**src/rtl/gain_ramp_ctrl.sv**
```systemverilog
// Gain coefficient sequencer: ramps toward a target one step per RATE+1 sample ticks.
// Optional mute ramp-down/restore is compiled in with GAIN_RAMP_MUTE_EN.
module gain_ramp_ctrl #(
  parameter int COEFW     = 18,
  parameter int STEPW     = 12,
  parameter int RATEW     = 8,
  parameter int GAIN_INIT = 65536
) (
  input  logic             clk,
  input  logic             rst,
  input  logic [COEFW-1:0] target,
  input  logic             target_valid,
  output logic             target_ready,
  input  logic [STEPW-1:0] step,
  input  logic [RATEW-1:0] rate,
  input  logic             sample_tick,
`ifdef GAIN_RAMP_MUTE_EN
  input  logic             mute,
`endif
  output logic [COEFW-1:0] gain,
  output logic             busy,
  output logic             done
);

  typedef enum logic [1:0] {IDLE, RAMP, MUTE_DN, MUTED} state_t;

  state_t           state_q, state_d;
  logic [COEFW-1:0] gain_q, gain_d;
  logic [COEFW-1:0] tgt_q, tgt_d;
  logic [STEPW-1:0] step_q, step_d;
  logic [RATEW-1:0] rate_q, rate_d;
  logic [RATEW-1:0] cnt_q, cnt_d;
  logic             busy_q, busy_d;
  logic             done_q, done_d;
`ifdef GAIN_RAMP_MUTE_EN
  logic [COEFW-1:0] saved_q, saved_d;
  logic             mute_q;
  logic             in_mute;
  logic [COEFW-1:0] dest;
`endif

  // Distance to target is one bit wider so full-scale swings cannot wrap.
  logic [COEFW:0]       diff, mag;
  logic [COEFW+STEPW:0] mag_w, step_w;
  logic                 arrive;
  logic [COEFW-1:0]     stepped, tick_gain;
  logic [RATEW-1:0]     tick_cnt;
  logic                 tick_end;

  always_comb begin
    diff      = {tgt_q[COEFW-1], tgt_q} - {gain_q[COEFW-1], gain_q};
    mag       = diff[COEFW] ? -diff : diff;
    mag_w     = {{STEPW{1'b0}}, mag};
    step_w    = {{(COEFW+1){1'b0}}, step_q};
    arrive    = (step_q == '0) || (mag_w <= step_w);
    stepped   = diff[COEFW] ? gain_q - COEFW'(step_q) : gain_q + COEFW'(step_q);
    tick_gain = (cnt_q == '0) ? (arrive ? tgt_q : stepped) : gain_q;
    tick_cnt  = (cnt_q == '0) ? rate_q : cnt_q - 1'b1;
    tick_end  = (cnt_q == '0) && arrive;
  end

  always_comb begin
    state_d = state_q;
    gain_d  = gain_q;
    tgt_d   = tgt_q;
    step_d  = step_q;
    rate_d  = rate_q;
    cnt_d   = cnt_q;
    done_d  = 1'b0;
`ifdef GAIN_RAMP_MUTE_EN
    saved_d = saved_q;
    in_mute = (state_q == MUTE_DN) || (state_q == MUTED);
    dest    = target_valid ? target : saved_q;
    if (mute && !mute_q && !in_mute) begin
      // Ramp destination becomes 0; the real target is parked in saved.
      saved_d = target_valid ? target : tgt_q;
      tgt_d   = '0;
      cnt_d   = rate_q;
      state_d = (gain_q == '0) ? MUTED : MUTE_DN;
    end else if (!mute && mute_q && in_mute) begin
      tgt_d = dest;
      cnt_d = rate_q;
      if (dest == gain_q) begin
        state_d = IDLE;
        done_d  = 1'b1;
      end else begin
        state_d = RAMP;
      end
    end else if (in_mute) begin
      if (target_valid) saved_d = target;
      if (state_q == MUTE_DN && sample_tick) begin
        gain_d = tick_gain;
        cnt_d  = tick_cnt;
        if (tick_end) state_d = MUTED;
      end
    end else
`endif
    if (target_valid) begin
      // Accept wins over a coincident tick; the counter restarts from the new rate.
      tgt_d  = target;
      step_d = step;
      rate_d = rate;
      cnt_d  = rate;
      if (target == gain_q) begin
        state_d = IDLE;
        done_d  = 1'b1;
      end else begin
        state_d = RAMP;
      end
    end else if (state_q == RAMP && sample_tick) begin
      gain_d = tick_gain;
      cnt_d  = tick_cnt;
      if (tick_end) begin
        state_d = IDLE;
        done_d  = 1'b1;
      end
    end
    busy_d = (state_d == RAMP) || (state_d == MUTE_DN);
  end

  always_ff @(posedge clk) begin
    if (rst) begin
      state_q <= IDLE;
      gain_q  <= COEFW'(GAIN_INIT);
      tgt_q   <= COEFW'(GAIN_INIT);
      step_q  <= '0;
      rate_q  <= '0;
      cnt_q   <= '0;
      busy_q  <= 1'b0;
      done_q  <= 1'b0;
`ifdef GAIN_RAMP_MUTE_EN
      saved_q <= COEFW'(GAIN_INIT);
      mute_q  <= 1'b0;
`endif
    end else begin
      state_q <= state_d;
      gain_q  <= gain_d;
      tgt_q   <= tgt_d;
      step_q  <= step_d;
      rate_q  <= rate_d;
      cnt_q   <= cnt_d;
      busy_q  <= busy_d;
      done_q  <= done_d;
`ifdef GAIN_RAMP_MUTE_EN
      saved_q <= saved_d;
      mute_q  <= mute;
`endif
    end
  end

  assign target_ready = 1'b1;
  assign gain         = gain_q;
  assign busy         = busy_q;
  assign done         = done_q;

endmodule

```
**config.mk**
```make
export PLATFORM = sky130hd
export DESIGN_NAME = gain_ramp_ctrl
export DESIGN_NICKNAME = d
export VERILOG_FILES = /design/src/rtl/gain_ramp_ctrl.sv
export SDC_FILE = /design/constraint.sdc
export NUM_CORES = 1
export LEC_CHECK = 0
export CAP_MARGIN = 40
export CELL_PAD_IN_SITES_DETAIL_PLACEMENT = 1
export CELL_PAD_IN_SITES_GLOBAL_PLACEMENT = 2
export CORE_MARGIN = 4
export CORE_UTILIZATION = 37
export DETAILED_ROUTE_END_ITERATION = 12
export MAX_ROUTING_LAYER = met4
export PLACE_DENSITY = 0.87
export SLEW_MARGIN = 30
export SYNTH_ARGS = -nofsm -noshare
export SYNTH_HDL_FRONTEND = slang
export SYNTH_SLANG_ARGS = --single-unit
export TNS_END_PERCENT = 5
```
**constraint.sdc**
```tcl
create_clock -name clk -period 9.05 [get_ports clk]
set_input_delay 2.2625 -clock clk [delete_from_list [all_inputs] [get_ports clk]]
set_output_delay 2.2625 -clock clk [all_outputs]
set_load 0.02 [all_outputs]
```
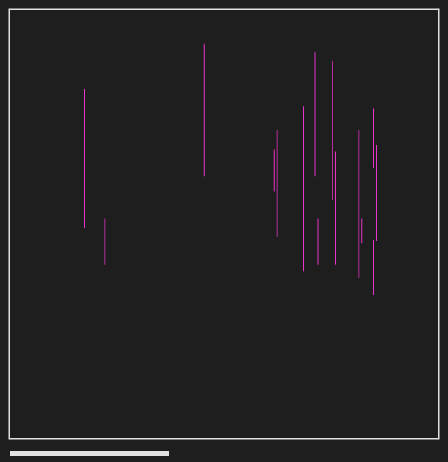
Fig. 1. Metal 4 (run 1).
Scale bar: 50 microns.
- nets with wire on the layer: 13
- share of all routed wire: 2.2%

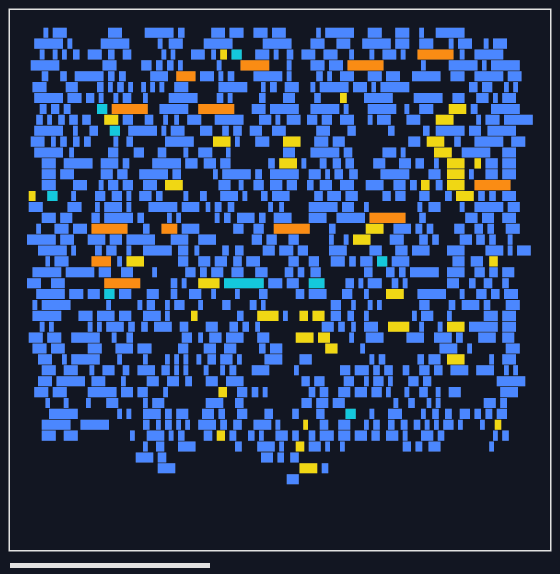
Fig. 2. Drive-strength map (run 1).
Scale bar: 50 microns.
- blue: _0 and _1 cells (cells 733; most used nor2_1)
- yellow: _2 cells (cells 40; most used a211oi_2)
- orange: _6 and larger (cells 13; most used clkbuf_16)
- cyan: _3 and _4 cells (cells 9; most used buf_4)

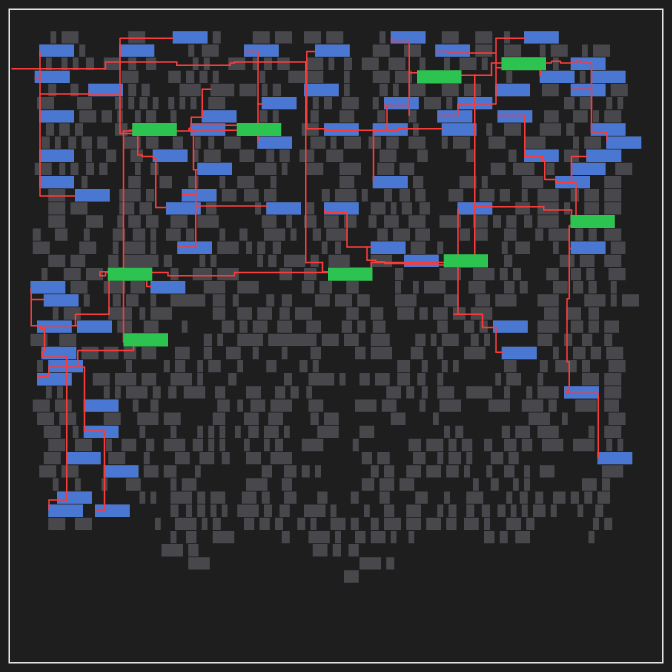
Fig. 3. Clock network drawn from the DEF (run 1).
- blue: flip-flops (count 68)
- red: clock wires (length 1,110 microns)
- green: clock drivers (count 9)
- routed clock nets: 10

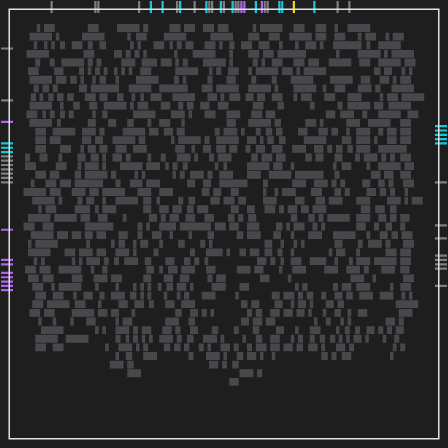
Fig. 4. Pin placement (run 1).
Pins as bars across the die edge, other pins in gray.
- cyan: target (pins 18; direction input; edge 10 top, 5 right, 3 left)
- purple: step (pins 12; direction input; edge 9 left, 3 top)
- yellow: sample_tick (pins 1; direction input; edge top)
- all pins by edge: 29 top, 21 left, 13 right

==> results.cfg, run 1 <==
; physical design summary
[drt]
dr.pass1.iters = 4
dr.first_iter.drc_count = 215
vias_per_cell = 5.68
dr_total_vias = 5738
ant_nets = 0
post-route-drc-count = 0
avgRoutedWirePerCell_microns = 20.3
wl_microns = 20600

[yosys]
synthTopLogicFamily = AND-OR/OR-AND gates
ys_async_sr_fraction_pct = 0
ys_cells = 745
ys_sh_adder_pct = 11.2
aoi_share_pct = 23.6
synth-main-ff-cell = dfxtp_1
synth_flops = 68
ys_types = 72
synthesis.nets = 839
syn_avg_cell_area_sq_um = 7.99
yosysWarnings = 0
syn_area_sq_um = 5960
synth-edff-count = 0
synthSimpleGateAreaFrac_pct = 19.7
ys_sh_mux_pct = 6.72
syn_inst = 745
xor_share_pct = 9.85
yosysChipArea_sq_um = 5960
ys_seq_share_pct = 22.9

[floorplanning]
num_rows = 46
fp.dieW_microns = 135
chip_area_sq_um = 18200
num_io_pins = 63
core_region_area_sq_um = 15800
initial_core_util_pct = 37.6
fp.dieH_microns = 135

[layout]
syn_to_final_growth_pct = 18.0
drive_gt1_share_pct = 7.80
layout_top_cell = nor2_1
stdcell_count = 1011
final_cell_mix = nor2_1 (92), dfxtp_1 (68), clkdlybuf4s50_1 (59), xnor2_1 (55), inv_1 (51)
final_util_pct = 44.4
final_cell_area_sq_um = 7030
nets = 885
diodes = 0
fill_cells = 1914

[critical_path]
reg2reg_depth = 21
critical_path.endpoint_type = flip-flop
critPathBufInv = 1
r2r_end = gain[10]
r2r_slack_ns = 3.19
cp.arrival_ns = 6.08
cp_max_fo = 17
critPathSlowestCell = o211a_1
crit_required_ns = 9.27
max_stage_delay_ns = 0.54
cp_top_family = AND-OR/OR-AND gates
crit_chain = inv_1, ha_1, o21ai_1, a21boi_0, o21ai_0, o211ai_1, o211a_1, a31oi_1, xnor2_1, ha_1, a211oi_1, nor2_1, nor4_1, o31ai_1, a211oi_1, nand4_1, nor3b_1, a21oi_1, o2111ai_1, nand2_2, o311a_1
crit_type = reg -> reg
r2r-start = gain[14]
start_kind = flip-flop

[power_and_ir_drop]
pwr_density_cell_nw_per_um2 = 177
power_leakage_uw = 0.00278
finalPower_uw = 1250
ir_drop_mv = 0.0973

[clock_tree]
clock-root-buffer = clkbuf_16
cts_resized = 0
clk_pin_slew_ns = 0.06
cts_hold_buf = 0
cts_buffers = 9
clock_latency_ns = 0.34
htreeDepth = 3
numClockSinks = 68
cts_buffer_depth = 2
cts_tree = built
postCtsSetupBuffers = 0

[sta]
setup_viol = 0
worst_slack_ns = 3.19
finalHoldViolCount = 0
fin_crit_ns = 5.86
max_freq_mhz = 171
rsz0062_at_grt = no
slew_viol_final = 0
clock_skew_ns = 0.00535
tightest_slew_ns = 0.667
whs_ns = 0.469
relSlewSlack_pct = 55.2
fin_setup_tns_ns = 0
period_used_pct = 64.8

[run_status]
status = finished clean

[placed_design]
dpl-instance-area_sq_um = 6710
hpwl_microns = 15700
place_congestion = 0.940
io_buffers = 61
place_ws_ns = 3.26
place_inst = 992

[global_routing]
grt_pass1_vias = 6028
grt_first_pass_wirelength_microns = 32300
grt_max_degree = 61
antenna_found_initial = 0
grt.total_usage_pct = 23.2
grt_overflow = 0

[min_path]
hold_start = rate_q[7]
min_to = rate_q[7]
whs_path_depth = 2
hp-class = reg -> reg

[flow_run]
cap_violations = 0
openroad.warnings = 26
run 1: where the power goes:
part | switching [uW] | internal (uW)
clock | 136 | 198
combinational | 349 | 229
sequential | 18.6 | 315
run 1: Yosys cell counts, types with 6 or more instances:
library cell  number  area (sq um)
a211oi_1           9          67.6
a211oi_2          10           125
a21o_1            12          90.1
a21oi_1           45           225
a31oi_1           10          62.6
and2_1             6          37.5
clkbuf_1          27           101
dfxtp_1           68          1360
ha_1              50           626
inv_1             51           191
mux2i_1           40           400
nand2_1           37           139
nand2b_1           6          37.5
nand3_1           14          70.1
nand4_1           12          75.1
nor2_1            92           345
nor3_1            17          85.1
nor4_1             9          56.3
nor4_2             9           113
o211ai_1           7          52.6
o21a_1             9          67.6
o21ai_0           37           185
or3_1              7          43.8
xnor2_1           55           482
xor2_1            12           105
run 1: sequential cells by signal, summed over array words and instances (netlist names):
name / flops
gain: 18
done: 1
state_q: 2
busy: 1
cnt_q: 8
tgt_q: 18
step_q: 12
rate_q: 8
run 1: how the worst max path moves through the flow:
stage               end  slack (ns)  startpoint  cells after the start
2_1_floorplan      busy        3.97     gain[9]                     22
3_3_place_gp       busy        3.36     gain[9]                     20
3_5_place_dp   gain[10]        3.26     gain[9]                     21
4_1_cts        gain[10]        3.23     gain[9]                     21
5_1_grt        gain[10]        2.73    gain[13]                     21
6_report       gain[10]        3.19    gain[14]                     21
run 1: per-layer routing:
layer | global-route usage [%] | share of wire (%)
met4 | 6.45 | 2.2
met1 | 28.9 | 44
met5 | - | 0
met2 | 38.4 | 49
met3 | 4.77 | 4.3
run 1: layout make-up:
type	count	area (sq um)	area share, %
multi-input combinational	590	4240	60.4
sequential	68	1360	19.4
timing repair buffer	70	679	9.67
tap	216	270	3.85
clock buffer	11	253	3.60
inverter	52	195	2.78
clock inverter	4	25.0	0.356
--- run 2 (diff from run 1) ---
- CORE_UTILIZATION: 37 -> 31
- PLACE_DENSITY: 0.87 -> 0.78
- clock period: 9.05 -> 4.9 ns (I/O delays scaled with it)
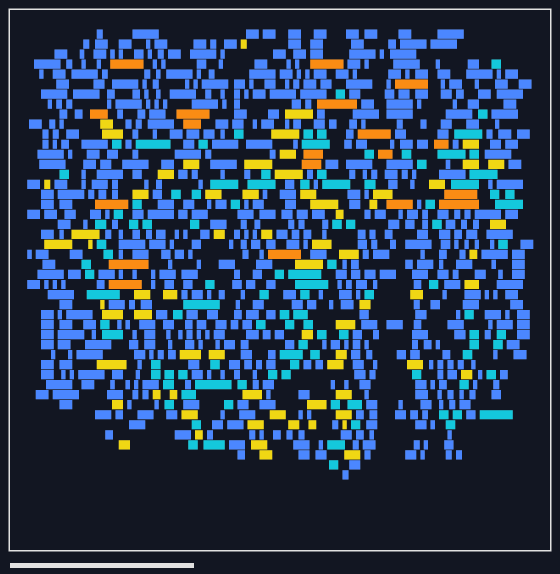
Fig. 5. Drive-strength map (run 2).
Scale bar: 50 microns.
- yellow: _2 cells (cells 68; most used a211oi_2)
- cyan: _3 and _4 cells (cells 106; most used buf_4)
- blue: _0 and _1 cells (cells 679; most used nor2_1)
- orange: _6 and larger (cells 19; most used clkbuf_16)

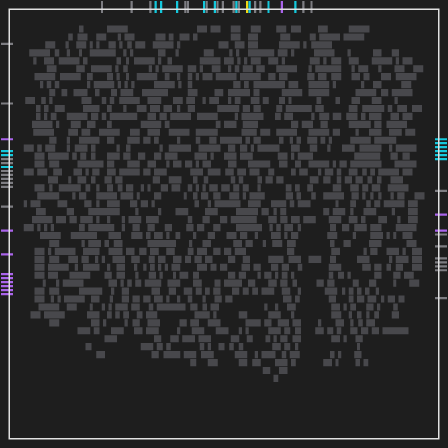
Fig. 6. Pin placement (run 2).
Pins as bars across the die edge, other pins in gray.
- cyan: target (pins 18; direction input; edge 9 top, 6 right, 3 left)
- yellow: sample_tick (pins 1; direction input; edge top)
- purple: step (pins 12; direction input; edge 9 left, 2 right, 1 top)
- all pins by edge: 25 top, 22 left, 16 right

==> run 2 against run 1 <==
  * Setup slack got worse by 3.1 ns
  * Clock power rose by 140%
  * Critical endpoint is now busy
  * Critical path type unchanged
  * Cell area rose by 16%
  * Non-clock buffer count rose by 76
  * Global-route usage fell by 2.8 points
==> results.cfg, run 2 <==
; physical design summary
[layout]
final_cell_mix = nor2_1 (90), buf_4 (80), dfxtp_1 (60), clkdlybuf4s50_1 (59), xnor2_1 (54)
drive_gt1_share_pct = 22.1
nets = 961
diodes = 0
stdcell_count = 1132
layout_top_cell = nor2_1
syn_to_final_growth_pct = 36.7
fill_cells = 2254

[clock_tree]
clock-root-buffer = clkbuf_16
htreeDepth = 3
cts_resized = 26
clock_latency_ns = 0.35
postCtsSetupBuffers = 2
cts_tree = built
numClockSinks = 68
clk_pin_slew_ns = 0.06

[placed_design]
dpl-instance-area_sq_um = 7320
hpwl_microns = 17200
place_congestion = 0.884
io_buffers = 61

[flow_run]
openroad.warnings = 27
cap_violations = 0

[power_and_ir_drop]
p_comb_uw = 1320
pg_clk_uw = 789
p_int_uw = 1680
p_clk_share_pct = 28.9
switching_power_uw = 1040
ir_drop_mv = 0.182
pg_seq_uw = 614
finalPower_uw = 2730
combPwrFrac_pct = 48.6
pwr_density_cell_nw_per_um2 = 335
sequentialPowerShare_pct = 22.5

[drt]
avgRoutedWirePerCell_microns = 19.1
ant_nets = 0
dr.pass1.iters = 7
post-route-drc-count = 0
vias_per_cell = 5.38
wl_microns = 21600

[global_routing]
grt.total_usage_pct = 20.5
grt_first_pass_wirelength_microns = 34400
antenna_found_initial = 0
grt_pass1_vias = 6544
grt_max_degree = 56
grt_overflow = 0

[yosys]
synth_flops = 68
yosysChipArea_sq_um = 5960
ys_cells = 745
ys_types = 72
ys_async_sr_fraction_pct = 0
most_common_cell = nor2_1
synth-edff-count = 0
syn_avg_cell_area_sq_um = 7.99
syn_inst = 745
synth-main-ff-cell = dfxtp_1
syn_area_sq_um = 5960
ys_top_cells_by_count = nor2_1 (92), dfxtp_1 (68), xnor2_1 (55)
ys_seq_share_pct = 22.9

[floorplanning]
num_rows = 50
core_region_area_sq_um = 18800
fp.dieW_microns = 147
chip_area_sq_um = 21500
fp.dieH_microns = 147
num_io_pins = 63

[critical_path]
start_kind = flip-flop
max_stage_delay_ns = 0.41
r2r_slack_ns = 0.07
cp.arrival_ns = 5.07
crit_chain = inv_2, ha_4, inv_2, fa_2, a21oi_4, o21bai_2, xor2_2, buf_4, a2111oi_4, o2111ai_2, nand2b_4, nand2_1, xnor2_1, ha_2, nand4_1, nor3_2, a21oi_2, a211oi_2, nand4_1, nor3b_2, a21oi_2, o2111a_2, o31a_1, a22o_1
cp_top_family = AND-OR/OR-AND gates
critPathSlowestCell = fa_2
critPathBufInv = 3
cp-startpoint = tgt_q[0]
reg2reg_depth = 24
crit_required_ns = 5.14
r2r-start = tgt_q[0]
cp_max_fo = 6
worstSetupEndpoint = busy

[sta]
slew_viol_final = 0
rsz0062_at_grt = yes
finalHoldViolCount = 0
relSlewSlack_pct = 51.2
worst_slack_ns = 0.0686
setup_viol = 0
fin_setup_tns_ns = 0
whs_ns = 0.482

[min_path]
min_to = rate_q[7]
hp-class = reg -> reg
whs_path_depth = 2

[run_status]
status = finished clean
run 2: cell count changes in the layout (fill, tap and decap cells not counted), moves of 6 or more:
| cell | before | now |
|---|---|---|
| a21oi_1 | 45 | 39 |
| nor4_4 | 0 | 9 |
| o21ai_0 | 37 | 30 |
| ha_1 | 50 | 44 |
| dfxtp_1 | 68 | 60 |
| buf_4 | 5 | 80 |
| dfxtp_2 | 0 | 8 |
| nor4_1 | 9 | 3 |
run 2: layout make-up:
cell class / count / area, sq um / share of cell area, %
multi-input combinational: 590 / 4620 / 56.7
sequential: 68 / 1370 / 16.8
timing repair buffer: 146 / 1270 / 15.6
tap: 260 / 325 / 4.00
clock buffer: 11 / 253 / 3.10
inverter: 52 / 195 / 2.40
clock inverter: 5 / 108 / 1.32
run 2: worst reg2reg max path, delay by kind of cell (launching register included):
kind / cells / cell delay, ns
AOI/OAI and AO/OA: 10 / 2.12
and+or+nand+nor: 6 / 0.89
adders and majority gates: 3 / 0.88
DFF: 1 / 0.32
buffers and inverters: 3 / 0.27
xor gates and xnor gates: 2 / 0.24
run 2: kinds of logic (layout without fill, tap and decap cells):
group | count (synthesis) | in the layout | synth area share, %
flip-flops | 68 | 68 | 22.9
XOR/XNOR | 67 | 67 | 9.85
adder cells (fa/ha/maj) | 52 | 52 | 11.2
multiplexers | 40 | 40 | 6.72
AND-OR/OR-AND | 197 | 197 | 23.6
buffers and inverters | 87 | 214 | 6.03
other | 1 | 1 | 0.0630
AND/OR/NAND/NOR | 233 | 233 | 19.7
run 2: metal layers:
metal | vias up | track usage, % | share of wire (%)
met5 | - | - | 0
met3 | 41 | 2.82 | 2.9
met1 | 3001 | 24.6 | 45
li1 | 2936 | - | -
met2 | 115 | 34.7 | 49
met4 | 0 | 7.76 | 3.0
--- run 3 (diff from run 2) ---
- SKIP_CTS_REPAIR_TIMING: not set -> 1
- SLEW_MARGIN: 30 -> 20
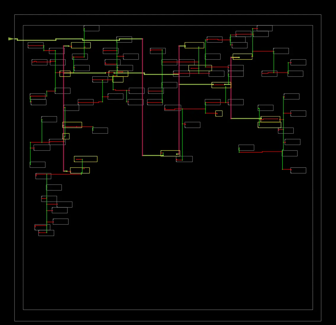
Fig. 7. Clock nets (run 3).
cts bufs inserted: 9
clock-net power: 788 uW
clk sinks: 68
worst skew pair latency: 0.35 ns
registers: 68

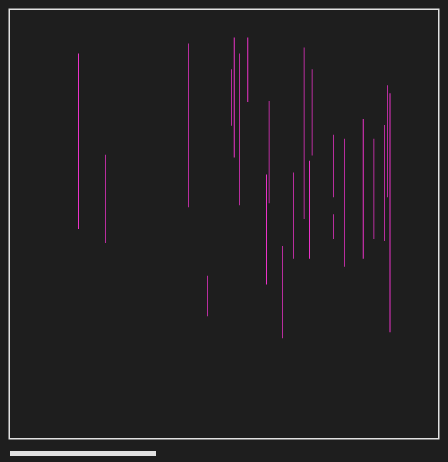
Fig. 8. Metal 4 (run 3).
Scale bar: 50 microns.
- wire length on this layer: 860 microns
- longest straight run: 81.6 microns

==> run 3 against run 2 <==
  * The run now ends with negative setup slack left
  * Final cell count is essentially flat
  * Synthesized cell count stayed put
  * Routed wire length is 1.9% higher
  * Largest cell class unchanged
==> results.cfg, run 3 <==
; physical design summary
[drt]
ant_nets = 0
wl_microns = 22000
dr.pass1.iters = 4
avgRoutedWirePerCell_microns = 19.4
dr_total_vias = 6146
vias_per_cell = 5.42

[sta]
clock_skew_ns = 0.00403
finalHoldViolCount = 0
tightest_slew_ns = 1.09
slew_viol_final = 0
worst_slack_ns = -0.0831
setup_viol = 17
rsz0062_at_grt = yes
max_freq_mhz = 201

[run_status]
violations = negative setup slack
status = finished with violations

[critical_path]
start_kind = flip-flop
crit_type = reg -> reg
cp_max_fo = 6
critPathSlowestCell = fa_2
critical_path.endpoint_type = flip-flop
cp.arrival_ns = 5.20
cp-startpoint = tgt_q[0]
crit_chain = inv_2, ha_4, inv_2, fa_2, a21oi_4, o2bb2ai_4, mux2i_4, a2111oi_4, nand2_1, o21ai_2, xnor2_1, ha_1, o21ai_1, nor2_1, nor4_2, o31ai_2, a211oi_1, nand4_1, nor3b_2, a21oi_2, o2111a_2, buf_4, nor4_4, a211oi_2

[yosys]
topCellsByArea = dfxtp_1 (23%), ha_1 (11%), xnor2_1 (8.1%), mux2i_1 (6.7%), nor2_1 (5.8%)
top_cell_area_share_pct = 22.9
synth-edff-count = 0
syn_area_sq_um = 5960
ys_types = 72
syn_avg_cell_area_sq_um = 7.99
ys_cells = 745
ys_async_sr_fraction_pct = 0
most_common_cell = nor2_1
synth_flops = 68
synthesis.nets = 839

[power_and_ir_drop]
p_int_uw = 1700
switching_power_uw = 1050
p_sw_share_pct = 38.1
finalPower_uw = 2750
pwr_density_cell_nw_per_um2 = 338
ir_drop_mv = 0.186
combPwrFrac_pct = 49.0
sequentialPowerShare_pct = 22.3

[layout]
diodes = 0
fill_cells = 2249
final_util_pct = 43.1
stdcell_count = 1133
final_cell_mix = nor2_1 (91), buf_4 (80), dfxtp_1 (63), clkdlybuf4s50_1 (59), xnor2_1 (54)

[global_routing]
grt.total_usage_pct = 20.2
grt_first_pass_wirelength_microns = 34000
grt_pass1_vias = 6511
grt_overflow = 0
grt_max_degree = 56

[min_path]
hold_start = rate_q[7]

[clock_tree]
clk_pin_slew_ns = 0.06
cts_tree = built

[placed_design]
place_congestion = 0.884
place_ws_ns = -0.237

[floorplanning]
fp.dieW_microns = 147
num_rows = 50
core_region_area_sq_um = 18800
initial_core_util_pct = 31.6
chip_area_sq_um = 21500

[flow_run]
cap_violations = 0
-- run 3: cell type report --
type	count	area, sq um	area share [%]
Clock inverter	5	108	1.32
Tap cell	260	325	4.00
Clock buffer	11	253	3.11
Multi-Input combinational cell	590	4590	56.5
Sequential cell	68	1370	16.8
Inverter	52	195	2.40
Timing Repair Buffer	147	1290	15.9
-- run 3: worst min-delay path: stages (launching register included) --
cell      delay (ns)
dfxtp_1         0.31
nand2b_1        0.07
a21oi_1         0.06
-- run 3: kinds of logic after synthesis --
kind of cell	Yosys count	synth area share, %
simple gates	233	19.7
compound gates	197	23.6
buf+inv	87	6.03
flops	68	22.9
xor+xnor	67	9.85
fa+ha+maj	52	11.2
mux	40	6.72
other cells	1	0.0630
-- run 3: power groups by stage --
stage	Combinational (uW)	Sequential, uW	Clock [uW]
4_1_cts	1170	611	801
6_report	1350	613	788
2_1_floorplan	786	618	0
3_3_place_gp	1130	622	0
5_1_grt	1470	616	817
3_5_place_dp	1170	623	0
-- run 3: path summary, 6_finish.rpt --
path	end	slack (ns)	cells past startpoint
max	gain[9]	-0.08	24
min	rate_q[7]	0.48	2
max reg2reg	gain[9]	-0.08	24
min reg2reg	rate_q[7]	0.48	2
-- run 3: layer usage --
layer  track usage (%)  wire length [microns]  part of all wire [%]  vias up
met5                 -                      0                     0        -
met3              2.79                    804                   3.7       55
met4              8.00                    859                   3.9        0
met1              24.3                   9610                    44     2998
met2              34.1                  10700                    49      151
li1                  -                      -                     -     2942
-- run 3: per-stage QoR --
step / instance area (sq um) / hold slack [ns]
final: 8130 / 0.483
after global routing: 8130 / 0.515
after CTS: 7680 / 0.483
after detailed placement: 7320 / 0.473
after global placement: 7320 / 0.459
after floorplan: 5960 / 0.450
No activity file was given, so power comes from the tool's default toggle rates.
